--- config.mk ---
export PLATFORM = sky130hd
export DESIGN_NAME = video_stream_gen
export DESIGN_NICKNAME = d
export VERILOG_FILES = /design/src/rtl/video_gen_pkg.sv /design/src/rtl/video_pattern_unit.sv /design/src/rtl/video_stream_gen.sv
export SDC_FILE = /design/constraint.sdc
export NUM_CORES = 1
export LEC_CHECK = 0
export ABC_AREA = 1
export CAP_MARGIN = 0
export CORE_MARGIN = 10
export CORE_UTILIZATION = 45
export CTS_CLUSTER_SIZE = 28
export DETAILED_ROUTE_END_ITERATION = 8
export GPL_TIMING_DRIVEN = 0
export PLACE_DENSITY = 0.65
export SLEW_MARGIN = 20
export SYNTH_ARGS = -nofsm -noshare
export SYNTH_HDL_FRONTEND = slang
export SYNTH_HIERARCHICAL = 1
export SYNTH_SLANG_ARGS = --single-unit
--- constraint.sdc ---
create_clock -name clk -period 4.8 [get_ports clk]
set_input_delay 0.72 -clock clk [delete_from_list [all_inputs] [get_ports clk]]
set_output_delay 0.72 -clock clk [all_outputs]
set_load 0.03 [all_outputs]
--- src/rtl/video_gen_pkg.sv ---
// ============================================================================
// Module  : video_gen_pkg
// Brief   : Shared types and constants for the synthetic video stream source.
// Rev     : 1.0  initial release
// ============================================================================
`default_nettype none

package video_gen_pkg;

    typedef enum logic [1:0] {
        S_IDLE    = 2'd0,
        S_V_LEAD  = 2'd1,
        S_ACTIVE  = 2'd2,
        S_V_BLANK = 2'd3
    } vstate_t;

    localparam logic [1:0] PAT_HRAMP = 2'd0;
    localparam logic [1:0] PAT_VRAMP = 2'd1;
    localparam logic [1:0] PAT_CHECK = 2'd2;
    localparam logic [1:0] PAT_CONST = 2'd3;

    localparam logic [7:0] LFSR_SEED = 8'hA5;

    // Fibonacci LFSR, taps 7/5/4/3
    function automatic logic [7:0] lfsr_next(input logic [7:0] q);
        return {q[6:0], q[7] ^ q[5] ^ q[4] ^ q[3]};
    endfunction

endpackage

`default_nettype wire

--- src/rtl/video_pattern_unit.sv ---
// ============================================================================
// Module  : video_pattern_unit
// Brief   : Maps pixel coordinates and latched pattern to a gray value.
//           VIDEO_GEN_NOISE_EN turns pattern 3 into an LFSR noise source.
// Rev     : 1.0  initial release
// ============================================================================
`default_nettype none

module video_pattern_unit
    import video_gen_pkg::*;
(
    input  logic       clk,
    input  logic       rst_n,
    input  logic [1:0] pattern,
    input  logic [7:0] x,
    input  logic [7:0] y,
    input  logic [7:0] const_gray,
    input  logic       pix_adv,
    input  logic       frame_start,
    output logic [7:0] gray
);

    logic [7:0] pat3_val;

`ifdef VIDEO_GEN_NOISE_EN
    logic [7:0] lfsr;
    logic       unused_const;

    // Seeded on V_LEAD entry so the first active pixel shows the seed
    always_ff @(posedge clk or negedge rst_n) begin
        if (!rst_n) begin
            lfsr <= LFSR_SEED;
        end else if (frame_start) begin
            lfsr <= LFSR_SEED;
        end else if (pix_adv) begin
            lfsr <= lfsr_next(lfsr);
        end
    end

    assign pat3_val     = lfsr;
    assign unused_const = ^const_gray;
`else
    logic unused_lfsr_ctl;

    assign pat3_val        = const_gray;
    assign unused_lfsr_ctl = ^{clk, rst_n, pix_adv, frame_start};
`endif

    always_comb begin
        gray = 8'h00;
        case (pattern)
            PAT_HRAMP: gray = x;
            PAT_VRAMP: gray = y;
            PAT_CHECK: gray = (x[3] ^ y[3]) ? 8'hFF : 8'h00;
            default:   gray = pat3_val;
        endcase
    end

endmodule

`default_nettype wire

--- src/rtl/video_stream_gen.sv ---
// ============================================================================
// Module  : video_stream_gen
// Brief   : Frame timing generator with selectable synthetic test pattern.
//           Optional macro VIDEO_GEN_NOISE_EN: LFSR noise on pattern 3.
// Rev     : 1.0  initial release
// ============================================================================
`default_nettype none

module video_stream_gen
    import video_gen_pkg::*;
#(
    parameter logic [10:0] IMG_HDISP = 11'd640,
    parameter logic [10:0] IMG_VDISP = 11'd480,
    parameter logic [10:0] H_BLANK   = 11'd160,
    parameter logic [10:0] V_LEAD    = 11'd2,
    parameter logic [10:0] V_BLANK   = 11'd20
)(
    input  logic       clk,
    input  logic       rst_n,
    input  logic       enable,
    input  logic       single_shot,
    input  logic [1:0] pattern_sel,
    input  logic [7:0] const_gray,
    output logic       frame_vsync,
    output logic       frame_href,
    output logic [7:0] img_gray,
    output logic       frame_done,
    output logic       busy
);

    localparam logic [10:0] H_TOTAL = IMG_HDISP + H_BLANK;

    vstate_t     state;
    logic [10:0] h_cnt;
    logic [10:0] v_cnt;
    logic [1:0]  pat_l;
    logic [7:0]  const_l;
    logic        armed;
    logic        end_flag;

    logic [10:0] lines_in_state;
    logic        line_end;
    logic        last_line;
    logic        start_idle;
    logic        restart;
    logic        frame_start;
    logic        href_c;
    logic [7:0]  pat_gray;

    always_comb begin
        lines_in_state = V_LEAD;
        case (state)
            S_ACTIVE:  lines_in_state = IMG_VDISP;
            S_V_BLANK: lines_in_state = V_BLANK;
            default:   lines_in_state = V_LEAD;
        endcase
    end

    assign line_end    = (h_cnt == H_TOTAL - 11'd1);
    assign last_line   = (v_cnt == lines_in_state - 11'd1);
    // armed blocks single-shot re-trigger until enable has been seen low in IDLE
    assign start_idle  = (state == S_IDLE) && enable && (armed || !single_shot);
    assign restart     = (state == S_V_BLANK) && line_end && last_line && enable && !single_shot;
    assign frame_start = start_idle || restart;
    assign href_c      = (state == S_ACTIVE) && (h_cnt < IMG_HDISP);

    always_ff @(posedge clk or negedge rst_n) begin
        if (!rst_n) begin
            state    <= S_IDLE;
            h_cnt    <= 11'd0;
            v_cnt    <= 11'd0;
            pat_l    <= PAT_HRAMP;
            const_l  <= 8'h00;
            armed    <= 1'b1;
            end_flag <= 1'b0;
        end else begin
            end_flag <= 1'b0;
            if (frame_start) begin
                pat_l   <= pattern_sel;
                const_l <= const_gray;
            end
            if (state == S_IDLE) begin
                h_cnt <= 11'd0;
                v_cnt <= 11'd0;
                if (!enable) begin
                    armed <= 1'b1;
                end
                if (start_idle) begin
                    state <= S_V_LEAD;
                    armed <= 1'b0;
                end
            end else begin
                h_cnt <= line_end ? 11'd0 : h_cnt + 11'd1;
                if (line_end) begin
                    if (last_line) begin
                        v_cnt <= 11'd0;
                        case (state)
                            S_V_LEAD: state <= S_ACTIVE;
                            S_ACTIVE: state <= S_V_BLANK;
                            default: begin
                                end_flag <= 1'b1;
                                state    <= restart ? S_V_LEAD : S_IDLE;
                            end
                        endcase
                    end else begin
                        v_cnt <= v_cnt + 11'd1;
                    end
                end
            end
        end
    end

    video_pattern_unit u_pattern (
        .clk         (clk),
        .rst_n       (rst_n),
        .pattern     (pat_l),
        .x           (h_cnt[7:0]),
        .y           (v_cnt[7:0]),
        .const_gray  (const_l),
        .pix_adv     (href_c),
        .frame_start (frame_start),
        .gray        (pat_gray)
    );

    // Every output is a registered decode of the current state, one cycle behind
    always_ff @(posedge clk or negedge rst_n) begin
        if (!rst_n) begin
            frame_vsync <= 1'b0;
            frame_href  <= 1'b0;
            img_gray    <= 8'h00;
            frame_done  <= 1'b0;
            busy        <= 1'b0;
        end else begin
            frame_vsync <= (state == S_V_LEAD) || (state == S_ACTIVE);
            frame_href  <= href_c;
            img_gray    <= href_c ? pat_gray : 8'h00;
            frame_done  <= end_flag;
            busy        <= (state != S_IDLE);
        end
    end

endmodule

`default_nettype wire

Fig. 1: run 1, ports around the boundary
Pins as bars across the die edge, other pins in grey.
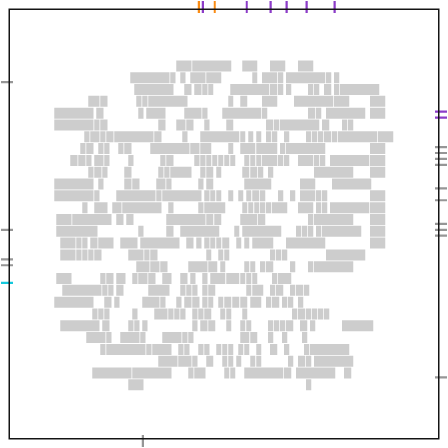
Orange is pattern_sel, pins 2, direction input, edge top. Cyan is frame_done, pins 1, direction output, edge left. Purple is const_gray, pins 8, direction input, edge 6 top, 2 right.

Fig. 2: run 1, signal wires by layer
Only two layers are drawn.
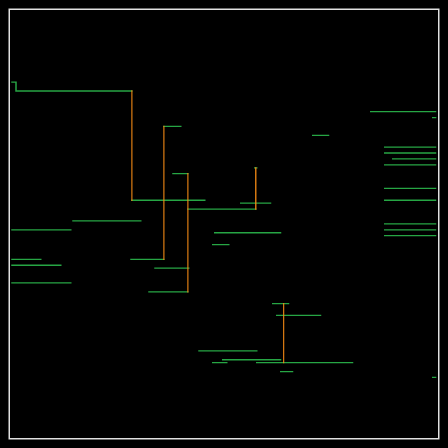
Orange is M4, wire length 106 um. Green is M3, wire length 373 um.
global router's overall resource usage: 13.5%
Vias: 2394
Detailed Route WL: 6360 um
average wire per standard cell: 13.1 um

==> impl_metrics.json, run 1 <==
{
  "first_global_vias": 2369,
  "gp_congestion": 0.901,
  "grt_pass1_wl_um": 11200,
  "post_cts.resized_instances": 0,
  "die_width_um": 98.6,
  "drv_cap": 0,
  "met1_use_gr_pct": 18.6,
  "final_hold_viol_count": 0,
  "htree_num_levels": 2,
  "io-pin-count": 26,
  "synth_flop_count": 48,
  "cpLargestDelayFamily": "simple AND/OR/NAND/NOR gates",
  "finalWorstSetupSlack_ns": 2.68,
  "globalRouteMet2Util_pct": 20.1,
  "final_layout_setup_total_negative_slack_ns": 0,
  "drt_iter0_drc": 166,
  "place_hpwl_um": 4910,
  "clk_path_buf_depth": 2,
  "timing.critical_path.buf_inv": 3,
  "layout.cells.most_common": "sky130_fd_sc_hd__nand2_1",
  "critical-path-slowest-cell": "sky130_fd_sc_hd__dfrtp_1",
  "setup_viol": 0,
  "io_buffers": 25,
  "routing_usage_on_met3_pct": 3.28,
  "fin_hold_ws_ns": 0.336,
  "ys_area_sq_um": 2780,
  "cts_made_buffers": 5,
  "mapped_area_sq_um": 2780,
  "antenna-diode-count": 0,
  "crit_required_ns": 4.97,
  "globalRoute.totalOverflow": 0,
  "antenna_violations_before_repair": 0,
  "worstPathCellList": "inv_1 > ha_1 > buf_4 > nand2_1 > nand2_1 > nor2_1 > inv_2 > nor2_4 > nand2_1 > o21ai_2 > nor2_1",
  "most-common-layout-cells": "sky130_fd_sc_hd__nand2_1, sky130_fd_sc_hd__dfrtp_1, sky130_fd_sc_hd__inv_1",
  "floorplan.initialDensity_pct": 46.6,
  "grt_max_degree": 33,
  "dieHeight_um": 98.6,
  "report.final.slew_viol_count": 0,
  "period_used_pct": 44.3,
  "design.final.nets": 432,
  "ir_worst_vdd_mv": 0.108,
  "worst_path_maximum_fanout": 10,
  "design.core.area_sq_um": 5960,
  "postCtsSetupRepairBufs": 0,
  "firstDrtPassIters": 4,
  "final_period_minus_worst_setup_slack_ns": 2.12,
  "master_cell_of_the_clock_root_buffer": "sky130_fd_sc_hd__clkbuf_8",
  "overall_die_area_sq_um": 9710,
  "fmax_mhz": 471,
  "globalRoute.busiestLayer": "met2",
  "synthToLayoutAreaGrowth_pct": 15.9,
  "remaining_drcs": 0,
  "cts_sinks": 48,
  "critical-path-max-stage-delay_ns": 0.40,
  "r2r_slack_ns": 2.68,
  "postSynthAreaPerCell_sq_um": 7.35,
  "setup_repair_after_global_routing_missed_its_margin": "no",
  "critical_path_arrival_ns": 2.30,
  "core.rowCount": 28,
  "dpl_worst_slack_ns": 2.35,
  "tritoncts_clock_tree": "done",
  "routed_via_density": 4.93,
  "fillerInstances": 582,
  "end_kind": "flip-flop",
  "timing.critical_path.from_type": "flip-flop",
  "synth.lib_cells_used.distinct": 29,
  "worst_setup_hold_path_clk_slew_ns": 0.09,
  "syn_inst": 378,
  "maxSlewHeadroom_pct": 56.7,
  "detail-route-antenna-nets": 0,
  "tightest_slew_ns": 0.643,
  "post_route_cells_drive_above_1_share_pct": 11.2,
  "yosys.stat.seqShare_pct": 43.3,
  "outcome": "finished clean",
  "p_per_area_nw_per_um2": 205,
  "floorplan.nets": 399
}
Fig. 3: run 1, clock distribution
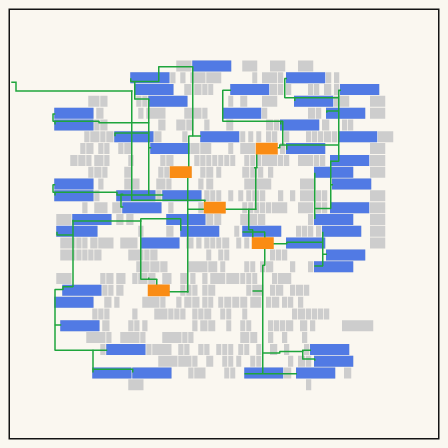
Orange is clock-net drivers, count 5. Green is clock wires, length 613 um. Blue is flip-flops, count 48.
Position of the flops: widely spread.
worst setup skew after layout: 0.0111 ns
Clock group: 0.000234 W
Clock power frac: 35.6%
clock network latency to the later pin of the worst-skew pair: 0.30 ns

run 1: worst register-to-register path, delay by kind of cell, from the launching register on:
family	cells	cell delay [ns]
AND-OR/OR-AND	1	0.33
buffers and inverters	3	0.38
AND/OR/NAND/NOR	6	0.61
flip-flops	1	0.40
adder cells (fa/ha/maj)	1	0.28
run 1: cell type report:
cell class | count | area, sq um | area share, %
Inverter | 56 | 210 | 6.53
Buffer | 7 | 47.5 | 1.48
Sequential cell | 48 | 1200 | 37.4
Multi-Input combinational cell | 267 | 1320 | 40.9
Clock inverter | 2 | 12.5 | 0.389
Timing Repair Buffer | 26 | 265 | 8.25
Tap cell | 75 | 93.8 | 2.92
Clock buffer | 5 | 68.8 | 2.14
run 1: sequential cells by signal (all words and copies together) (netlist names), 2 cells and up:
signal and flops:
v_cnt 11, img_gray 8, pat_l 2, state 2, h_cnt 11, const_l 8
run 1: final timing paths:
| kind | from | end | cells past startpoint |
|---|---|---|---|
| setup / recovery | state[0]$_DFFE_PN0P_ | v_cnt[5]$_DFFE_PN0P_ | 11 |
| hold / removal | rst_n | h_cnt[6]$_DFF_PN0_ | 1 |
| setup reg to reg | state[0]$_DFFE_PN0P_ | v_cnt[5]$_DFFE_PN0P_ | 11 |
| hold reg to reg | end_flag$_DFF_PN0_ | frame_done$_DFF_PN0_ | 0 |
| max in group asynchronous | rst_n | img_gray[7]$_DFF_PN0_ | 2 |
| min in group clk | end_flag$_DFF_PN0_ | frame_done$_DFF_PN0_ | 0 |
run 1: synthesized netlist by cell type (all sizes together):
master | instances | area share [%]
nand3 | 45 | 10
clkbuf | 1 | 0.14
nand2 | 120 | 16
nand4 | 6 | 1.4
nor3 | 12 | 2.5
xnor2 | 2 | 0.63
nor4 | 1 | 0.23
o21ai | 14 | 2.7
ha | 7 | 3.2
clkinv | 1 | 0.14
nor2 | 47 | 7.4
dfstp | 1 | 0.95
a21oi | 9 | 1.6
o21a | 1 | 0.27
inv | 55 | 7.4
dfrtp | 47 | 42
xor2 | 3 | 0.95
buf | 6 | 1.6
run 1: kinds of logic (layout without fill, tap and decap cells):
kind of cell / after synthesis / count (layout) / synth area share, %
and+or+nand+nor: 231 / 231 / 38.1
AOI/OAI and AO/OA: 24 / 24 / 4.55
adders and majority gates: 7 / 7 / 3.15
DFF: 48 / 48 / 43.3
buffers and inverters: 63 / 96 / 9.28
xor gates and xnor gates: 5 / 5 / 1.58
run 1: layer usage:
metal	wire length, um	part of all wire [%]
met1	3070	48
met2	2810	44
met3	372	5.9
met4	106	1.7
met5	0	0
run 1: per-stage QoR:
step                total power (W)  util (%)  cells  cell area (sq um)
floorplan                  0.000412         -    378               2780
global placement           0.000431      52.4    478               3120
detailed placement         0.000433      52.6    479               3140
CTS                        0.000666      54.0    486               3220
global route               0.000682      54.0    486               3220
finish                     0.000658      54.0    486               3220
run 1: report_power, final:
group / internal (W) / switching, W / total [W]
logic: 0.0000104 / 0.00000953 / 0.0000200
registers: 0.000404 / 0 / 0.000404
clock network: 0.0000989 / 0.000136 / 0.000234
--- run 2 (diff from run 1) ---
--- a/config.mk
+++ b/config.mk
@@ -12,7 +12,7 @@
 export CTS_CLUSTER_SIZE = 28
 export DETAILED_ROUTE_END_ITERATION = 8
 export GPL_TIMING_DRIVEN = 0
-export PLACE_DENSITY = 0.65
+export PLACE_DENSITY = 0.68
 export SLEW_MARGIN = 20
 export SYNTH_ARGS = -nofsm -noshare
 export SYNTH_HDL_FRONTEND = slang
==> constraint.sdc (replaced) <==
create_clock -name clk -period 1.7 [get_ports clk]
set_input_delay 0.255 -clock clk [delete_from_list [all_inputs] [get_ports clk]]
set_output_delay 0.255 -clock clk [all_outputs]
set_load 0.03 [all_outputs]
Fig. 4: run 2, placement by cell class
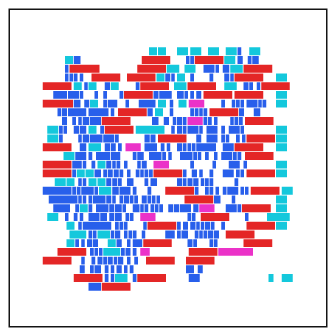
Magenta is clock drivers and dummy loads, cells 8. Red is registers, cells 48. Cyan is remaining buffers and delay cells, cells 61. Blue is remaining logic cells, cells 323.
final std cell area, no fill: 3720 sq um
final core utilization: 62.4%

Fig. 5: run 2, signal wires by layer
Only two layers are drawn.
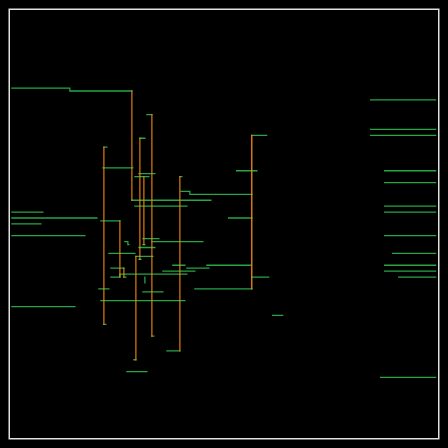
Orange is M4, wire length 275 um. Green is M3, wire length 466 um.

==> run 2 against run 1 <==
The flow now finishes with violations (negative setup slack). Clock skew decreased by 0.0018 ns. Synthesized cell count unchanged. Global-route usage increased by 0.52 points. Area after synthesis unchanged. Highest routed layer unchanged. Sequential power increased to 2.8 times the previous value. Core utilization increased by 8.4 points. Cell area increased by 16%. Register-to-register slack got worse by 2.9 ns. Non-clock buffer count increased by 28. Wire length increased by 18%. Count of clock-buffer cells in the layout increased by 1. Maximum frequency increased by 8.8%.
==> impl_metrics.json, run 2 <==
{
  "htree_num_levels": 2,
  "clk_path_buf_depth": 2,
  "fmax_mhz": 512,
  "final_period_minus_worst_setup_slack_ns": 1.95,
  "gp_congestion": 0.868,
  "floorplan.initialDensity_pct": 46.6,
  "post_route_cells_drive_above_1_share_pct": 24.3,
  "yosys.area.top_type": "sky130_fd_sc_hd__dfrtp_1",
  "synth_flop_count": 48,
  "maxSlewHeadroom_pct": 69.1,
  "tritoncts_clock_tree": "done",
  "antenna-diode-count": 0,
  "routed-via-count": 2652,
  "top_cells_by_count": "sky130_fd_sc_hd__nand2_1, sky130_fd_sc_hd__dfrtp_1, sky130_fd_sc_hd__inv_1",
  "yosys.stat.seqShare_pct": 43.3,
  "tightest_slew_ns": 0.461,
  "design.final.nets": 460,
  "worst_setup_hold_path_clk_slew_ns": 0.09,
  "globalRoute.totalOverflow": 0,
  "setup_viol": 23,
  "wirelength_um": 7510,
  "synth_largest_type_area_fraction_pct": 42.4,
  "syn_inst": 378,
  "first_global_vias": 2512,
  "synth_flop_type": "sky130_fd_sc_hd__dfrtp_1",
  "crit_required_ns": 1.89,
  "worst_setup_path_endpoint": "v_cnt[3]$_DFFE_PN0P_",
  "dpl_worst_slack_ns": -0.364,
  "largest_registers": "h_cnt (11), v_cnt (11)",
  "place_hpwl_um": 4940,
  "crit-reg2reg-capture": "v_cnt[3]$_DFFE_PN0P_",
  "io_buffers": 25,
  "master_cell_of_the_clock_root_buffer": "sky130_fd_sc_hd__clkbuf_8",
  "antenna_violations_before_repair": 0,
  "post_synth_main_area_contributors": "sky130_fd_sc_hd__dfrtp_1, sky130_fd_sc_hd__nand2_1, sky130_fd_sc_hd__nand3_1",
  "floorplan.nets": 399,
  "async_flop_share_pct": 100,
  "postSynthAreaPerCell_sq_um": 7.35,
  "final_layout_setup_total_negative_slack_ns": -4.71,
  "r2r_cells": 11,
  "dpl_cell_area_sq_um": 3140,
  "ys_area_sq_um": 2780,
  "drv_cap": 0,
  "grt_max_degree": 34,
  "die_width_um": 98.6,
  "violated_checks": "negative setup slack",
  "report.final.slew_viol_count": 0,
  "outcome": "complete, but fails checks",
  "synthToLayoutAreaGrowth_pct": 33.9,
  "instances_no_fill": 515,
  "finalWorstSetupSlack_ns": -0.253,
  "fillerInstances": 524,
  "core.rowCount": 28,
  "setup_repair_after_global_routing_missed_its_margin": "yes",
  "finClkSkew_ns": 0.00933,
  "grt.total_usage_pct": 14.0,
  "worst_setup_path_start": "state[0]$_DFFE_PN0P_",
  "design.core.area_sq_um": 5960,
  "timing.critical_path.from_type": "flip-flop",
  "synth.lib_cells_used.distinct": 29,
  "dieHeight_um": 98.6,
  "ir_worst_vdd_mv": 0.453,
  "end_kind": "flip-flop",
  "edf_count": 0,
  "worst_path_maximum_fanout": 6,
  "synth.most_common_cell": "sky130_fd_sc_hd__nand2_1",
  "io-pin-count": 26,
  "p_per_area_nw_per_um2": 558,
  "routed_via_density": 5.15,
  "critical_path_arrival_ns": 2.14,
  "drt_iter0_drc": 132,
  "period_used_pct": 115,
  "overall_die_area_sq_um": 9710,
  "layout.cells.most_common": "sky130_fd_sc_hd__nand2_1",
  "clk_latency_ns": 0.31,
  "placed_cells": 479,
  "firstDrtPassIters": 4
}
Fig. 6: run 2, ports around the boundary
Pins as bars across the die edge, other pins in grey.
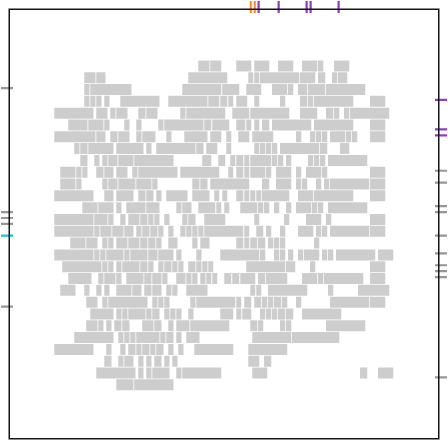
Purple is const_gray, pins 8, direction input, edge 5 top, 3 right. Orange is pattern_sel, pins 2, direction input, edge top. Cyan is frame_done, pins 1, direction output, edge left.
All pins by edge: 13 right, 7 top, 6 left.

[run 2: kinds of logic after synthesis]
logic type | count (synthesis) | share of synthesized area, %
fa+ha+maj | 7 | 3.15
simple gates | 231 | 38.1
compound gates | 24 | 4.55
flops | 48 | 43.3
buf+inv | 63 | 9.28
xor+xnor | 5 | 1.58
[run 2: worst min-delay path by stage]
stage / start / to / slack (ns) / cells after the start
after floorplan: rst_n / busy$_DFF_PN0_ / -0.04 / 0
after global placement: end_flag$_DFF_PN0_ / frame_done$_DFF_PN0_ / 0.35 / 0
after detailed placement: rst_n / frame_href$_DFF_PN0_ / 0.21 / 1
after CTS: end_flag$_DFF_PN0_ / frame_done$_DFF_PN0_ / 0.37 / 0
after global routing: end_flag$_DFF_PN0_ / frame_done$_DFF_PN0_ / 0.39 / 0
final: end_flag$_DFF_PN0_ / frame_done$_DFF_PN0_ / 0.37 / 0
[run 2: metal layers]
metal  share of wire [%]  global-route usage, %  vias up
met5                   0                      0        -
met1                  40                   15.9     1239
li1                    -                      -     1306
met3                 6.2                   4.26       24
met2                  50                   24.4       83
met4                 3.6                   5.07        0
[run 2: repair_timing]
| item | 4_1_cts | 5_1_grt |
|---|---|---|
| pin swaps | 8 | 21 |
| buffers inserted | 13 | 11 |
| setup endpoints to repair | 30 | 25 |
| hold buffers | 1 | 0 |
| gates cloned | 0 | 3 |
| endpoints found under the hold margin | 15 | 0 |
| resized | 24 | 40 |
[run 2: cell type report]
cell class	count	area (sq um)	area share [%]
flip-flops and latches	48	1200	32.4
clock inverters	2	38.8	1.04
plain buffers	7	75.1	2.02
clock buffers	6	82.6	2.22
well taps	75	93.8	2.52
repair buffers	54	518	13.9
inverters	56	215	5.79
multi-input cells	267	1490	40.1
[run 2: critical path: stages (launching register included)]
cell	delay [ns]
sky130_fd_sc_hd__dfrtp_1	0.41
sky130_fd_sc_hd__inv_2	0.08
sky130_fd_sc_hd__ha_4	0.19
sky130_fd_sc_hd__buf_6	0.13
sky130_fd_sc_hd__nor2_4	0.10
sky130_fd_sc_hd__nor2_1	0.05
sky130_fd_sc_hd__nor2_1	0.15
sky130_fd_sc_hd__nand2_1	0.11
sky130_fd_sc_hd__nor2_4	0.18
sky130_fd_sc_hd__nand2_2	0.10
sky130_fd_sc_hd__o21ai_4	0.24
sky130_fd_sc_hd__nor2_1	0.08
[run 2: report_power, final]
| part | switching, W | total [W] | leakage (nW) | internal (W) |
|---|---|---|---|---|
| sequential | 0 | 0.00114 | 0.636 | 0.00114 |
| clock | 0.000393 | 0.000874 | 0.0614 | 0.000481 |
| combinational | 0.0000284 | 0.0000595 | 1.12 | 0.0000311 |
| total | 0.000421 | 0.00207 | 1.82 | 0.00165 |
[run 2: per-stage QoR]
step / hold slack (ns) / power (W)
floorplan: -0.0406 / 0.00116
global placement: 0.349 / 0.00122
detailed placement: 0.207 / 0.00122
CTS: 0.370 / 0.00209
global route: 0.386 / 0.00215
finish: 0.365 / 0.00207
--- run 3 (diff from run 2) ---
--- a/config.mk
+++ b/config.mk
@@ -6,12 +6,13 @@
 export NUM_CORES = 1
 export LEC_CHECK = 0
 export ABC_AREA = 1
-export CAP_MARGIN = 0
 export CORE_MARGIN = 10
 export CORE_UTILIZATION = 45
+export CTS_BUF_LIST = sky130_fd_sc_hd__clkbuf_8 sky130_fd_sc_hd__clkbuf_16
 export CTS_CLUSTER_SIZE = 28
 export DETAILED_ROUTE_END_ITERATION = 8
 export GPL_TIMING_DRIVEN = 0
+export HOLD_SLACK_MARGIN = 0.15
 export PLACE_DENSITY = 0.68
 export SLEW_MARGIN = 20
 export SYNTH_ARGS = -nofsm -noshare
==> run 3 against run 2 <==
Cell count stayed put. Global-route usage stayed put. Clock skew stayed put. Sequential power hardly changed. Non-clock buffer count stayed put. Register-to-register slack hardly changed. Die area stayed put. Cell area stayed put. The run still ends with negative setup slack left. Largest cell class unchanged. Critical path depth stayed put. Critical path type unchanged. Combinational power hardly changed. Setup slack stayed put. First-iteration DRC count stayed put.
==> impl_metrics.json, run 3 <==
{
  "dpl_cell_area_sq_um": 3140,
  "synth_flop_type": "sky130_fd_sc_hd__dfrtp_1",
  "first_global_vias": 2512,
  "die_width_um": 98.6,
  "io-pin-count": 26,
  "overall_die_area_sq_um": 9710,
  "firstDrtPassIters": 4,
  "drv_cap": 0,
  "floorplan.initialDensity_pct": 46.6,
  "final_period_minus_worst_setup_slack_ns": 1.95,
  "postSynthAreaPerCell_sq_um": 7.35,
  "yosys.stat.seqShare_pct": 43.3,
  "place_hpwl_um": 4940,
  "async_flop_share_pct": 100,
  "placed_cells": 479,
  "synth.most_common_cell": "sky130_fd_sc_hd__nand2_1",
  "fmax_mhz": 512,
  "ir_worst_vdd_mv": 0.453,
  "io_buffers": 25,
  "ys_area_sq_um": 2780,
  "routed_via_density": 5.15,
  "top_cells_by_count": "sky130_fd_sc_hd__nand2_1, sky130_fd_sc_hd__dfrtp_1, sky130_fd_sc_hd__inv_1",
  "post_route_cells_drive_above_1_share_pct": 24.3,
  "dpl_worst_slack_ns": -0.364,
  "instances_no_fill": 515,
  "synth.lib_cells_used.distinct": 29,
  "tightest_slew_ns": 0.461,
  "tritoncts_clock_tree": "done",
  "worst_setup_hold_path_clk_slew_ns": 0.09,
  "htree_num_levels": 2,
  "layout.cells.most_common": "sky130_fd_sc_hd__nand2_1",
  "maxSlewHeadroom_pct": 69.1,
  "design.final.nets": 460,
  "mi_logic_area_sq_um": 1490,
  "drt_iter0_drc": 132,
  "syn_inst": 378,
  "globalRoute.totalOverflow": 0,
  "outcome": "complete, but fails checks",
  "setup_viol": 23,
  "violated_checks": "negative setup slack",
  "floorplan.nets": 399,
  "finClkSkew_ns": 0.00933,
  "synth_largest_type_area_fraction_pct": 42.4,
  "synthToLayoutAreaGrowth_pct": 33.9,
  "area.sequential_sq_um": 1200,
  "finalWorstSetupSlack_ns": -0.253,
  "clk_latency_ns": 0.31,
  "post_synth_main_area_contributors": "sky130_fd_sc_hd__dfrtp_1, sky130_fd_sc_hd__nand2_1, sky130_fd_sc_hd__nand3_1",
  "worst_path_maximum_fanout": 6,
  "dieHeight_um": 98.6,
  "fin_util_pct": 62.4
}
-- run 3: cell counts after synthesis --
No cell type changed its count.
-- run 3: timing repair --
item,4_1_cts,5_1_grt
pin swaps,8,21
resized,24,40
setup buffers,13,11
gates cloned,0,3
setup endpoints to repair,30,25
endpoints found under the hold margin,15,0
hold buffers,1,0
-- run 3: cell type report --
class / instances / area share [%]
Sequential cell: 48 / 32.4
Multi-Input combinational cell: 267 / 40.1
Tap cell: 75 / 2.52
Buffer: 7 / 2.02
Clock inverter: 2 / 1.04
Clock buffer: 6 / 2.22
Timing Repair Buffer: 54 / 13.9
Inverter: 56 / 5.79
-- run 3: worst paths after layout --
check | startpoint | to | slack, ns | depth (start not counted)
hold / removal | end_flag$_DFF_PN0_ | frame_done$_DFF_PN0_ | 0.37 | 0
setup reg to reg | state[0]$_DFFE_PN0P_ | v_cnt[3]$_DFFE_PN0P_ | -0.25 | 11
min in group asynchronous | rst_n | frame_done$_DFF_PN0_ | 0.40 | 2
hold reg to reg | end_flag$_DFF_PN0_ | frame_done$_DFF_PN0_ | 0.37 | 0
max in group asynchronous | rst_n | armed$_DFFE_PN1P_ | 0.73 | 3
setup / recovery | state[0]$_DFFE_PN0P_ | v_cnt[3]$_DFFE_PN0P_ | -0.25 | 11
-- run 3: stage by stage --
step / total power (W) / hold slack, ns
after floorplan: 0.00116 / -0.0406
after global placement: 0.00122 / 0.349
after detailed placement: 0.00122 / 0.207
after CTS: 0.00209 / 0.370
after global routing: 0.00215 / 0.386
final: 0.00207 / 0.365
-- run 3: worst max-delay path: stages (launching register included) --
cell and delay, ns:
sky130_fd_sc_hd__dfrtp_1 0.41, sky130_fd_sc_hd__inv_2 0.08, sky130_fd_sc_hd__ha_4 0.19, sky130_fd_sc_hd__buf_6 0.13, sky130_fd_sc_hd__nor2_4 0.10, sky130_fd_sc_hd__nor2_1 0.05
sky130_fd_sc_hd__nor2_1 0.15, sky130_fd_sc_hd__nand2_1 0.11, sky130_fd_sc_hd__nor2_4 0.18, sky130_fd_sc_hd__nand2_2 0.10, sky130_fd_sc_hd__o21ai_4 0.24, sky130_fd_sc_hd__nor2_1 0.08
-- run 3: power by group --
group,internal [W],switching [W]
registers,0.00114,0
clock network,0.000481,0.000393
logic,0.0000311,0.0000284
total,0.00165,0.000421
-- run 3: kinds of logic after synthesis --
group                    count (synthesis)
flip-flops                              48
buffers and inverters                   63
AND/OR/NAND/NOR                        231
AND-OR/OR-AND                           24
XOR/XNOR                                 5
adder cells (fa/ha/maj)                  7
-- run 3: routing by layer --
layer | share of wire (%) | vias up | GRT usage [%]
met3 | 6.2 | 24 | 4.26
met2 | 50 | 83 | 24.4
met5 | 0 | - | 0
li1 | - | 1306 | -
met1 | 40 | 1239 | 15.9
met4 | 3.6 | 0 | 5.07
Fig. 7: run 3, placement by cell class
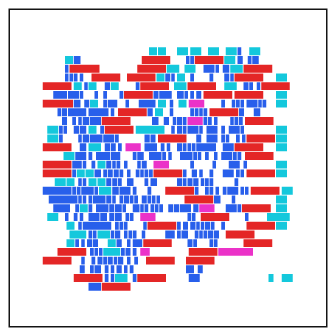
Magenta is clock drivers and dummy loads, cells 8. Red is registers, cells 48. Cyan is remaining buffers and delay cells, cells 61. Blue is remaining logic cells, cells 323.
standard cell core area: 5960 sq um
flip-flop and latch share of the layout cell area: 32.4%
site row count: 28

Fig. 8: run 3, clock distribution
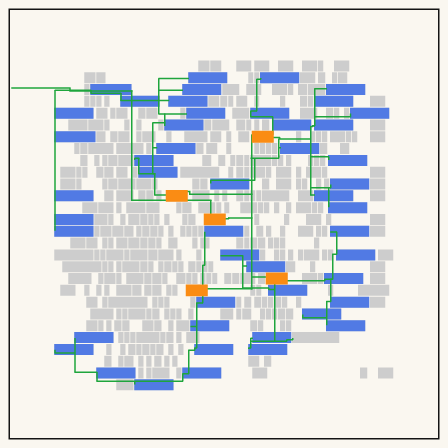
Green is clock wires, length 581 um. Orange is clock-net drivers, count 5. Blue is flip-flops, count 48.
There are 6 routed clock nets.

Fig. 9: run 3, signal wires by layer
Only two layers are drawn.
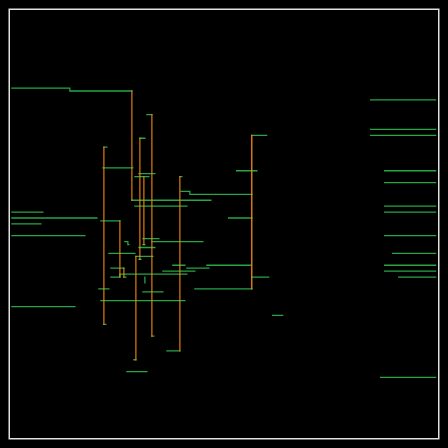
Green is M3, wire length 466 um. Orange is M4, wire length 275 um.
Detailed Route WL: 7510 um
Vias: 2652
global router's overall resource usage: 14.0%
average wire per standard cell: 14.6 um

Power and IR drop assume default switching activity.
